==> images/metal_stack.png <==
(3 px per µm) Only two layers are drawn.
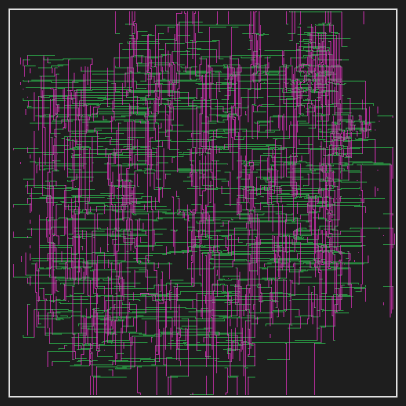
==> images/met2.png <==
(3 px per µm)
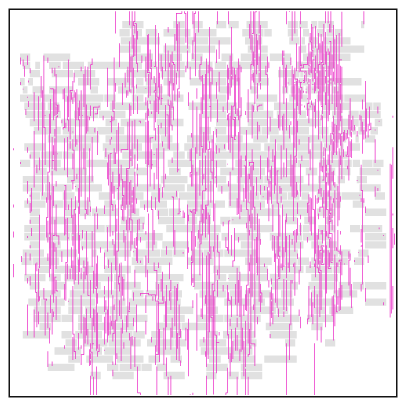
Design scalar_regfile_sb, sky130hd; sources not shown.
==> flow_metrics.rpt <==
IMPLEMENTATION SUMMARY REPORT
----------------------------------------------------
[Layout]
  Area growth from synthesis to layout ........................ 35.8%
  Share of final-layout standard cells stronger than drive strength 1 ........................ 58.3%
  Final non-filler cell total ........................ 743
  Most numerous logic cells after layout ........................ 141 x mux2_2, 117 x dfrtp_1, 59 x mux4_2
  Cell area after layout ........................ 9190 µm²
  # diodes ........................ 0

[Synth]
  Number of standard cells after synthesis ........................ 433
  Unique cell type count in the Yosys netlist ........................ 39
  Fraction of synthesized cell area in xor and xnor cells ........................ 0%
  Tally of yosys warning messages ........................ 6
  Adder and majority cell fraction of the synthesized area ........................ 0%
  Post-synth top area cell ........................ dfrtp_1
  Top cells by instance count after synthesis ........................ 141 x mux2_2, 119 x dfrtp_1, 59 x mux4_2
  Number of standard cells reported by yosys ........................ 433
  Netlist area before placement ........................ 6770 µm²
  Chip area line of the yosys report ........................ 6770 µm²
  MUX share of area ........................ 45.5%

[CTS]
  Clock Sink Count ........................ 119
  CTS clock-pin slew for the worst setup and hold paths ........................ 0.05 ns
  H-tree lvl count ........................ 4
  Clock tree from TritonCTS ........................ built

[Place]
  Post-Place Worst Slack ........................ -0.0246 ns
  Final estimated routing congestion in global placement ........................ 0.905
  Sum of net half-perimeters after detailed placement ........................ 11000 µm

[Detailed routing]
  DRC Markers ........................ 0
  Highest routed layer ........................ met4

[Power and ir drop]
  Total power divided by cell area ........................ 1130 nW/µm²
  Share of power burned in the clock network ........................ 31.4%
  Final total power ........................ 10.4 mW

[Outcome]
  Outcome ........................ complete, no violations

[Job]
  Tally of max-capacitance violations ........................ 0

[Worst setup path]
  Largest fanout of any net on the critical path ........................ 3
  Critical path class ........................ reg -> out
  Buffer and inverter count on the worst path ........................ 1
  Largest stage delay on the critical path ........................ 0.39 ns
  Worst Setup Start Kind ........................ flip-flop

[Global routing]
  GR Overflow Total ........................ 0
  Most heavily used metal layer in global routing ........................ met2
  Global-route wire length before repair ........................ 27100 µm
  Vias in the first global route ........................ 4813

[Timing]
  Worst hold slack ........................ 0.290 ns
  Final TNS setup ........................ 0 ns
  Fin crit share ........................ 99.1%
  Final hold vios ........................ 0

[Floorplan]
  Starting density of the core ........................ 46.2%

----------------------------------------------------
Notes on metal_stack.png above:
green -> met1  # wire length 7210 µm
magenta -> met2  # wire length 8270 µm
total length of routed wires: 16500 µm
global routing usage summed across all routing layers: 21.5%
total number of vias: 4453
mean routed wirelength per cell: 22.2 µm

Notes on met2.png above:
main direction = vertical
nets with wire on the layer = 558
met2 Usage GRT: 35.2%

-- power by group through the flow --
stage | sequential (mW) | combinational [mW] | clock (mW)
floorplan | 3.21 | 2.47 | 0
global placement | 3.03 | 3.99 | 0
detailed placement | 3.09 | 4.03 | 0
CTS | 3.05 | 4.09 | 3.33
global route | 3.13 | 4.25 | 3.43
finish | 3.06 | 4.08 | 3.27
-- timing repair --
action	4_1_cts	5_1_grt
setup buffers	4	2
gates resized	3	3
endpoints found under the hold margin	28	0
endpoints found under the setup margin	1	3
hold buffers	1	0
pin swaps	1	3
-- area by class of cell --
type	instances	area, µm²
Clock buffer	19	453
Clock inverter	13	249
Fill cell	1081	5460
Inverter	3	11.3
Multi-Input combinational cell	282	3610
Sequential cell	119	2980
Tap cell	184	230
Timing Repair Buffer	123	1660
Power is estimated from default activity; no workload was simulated.
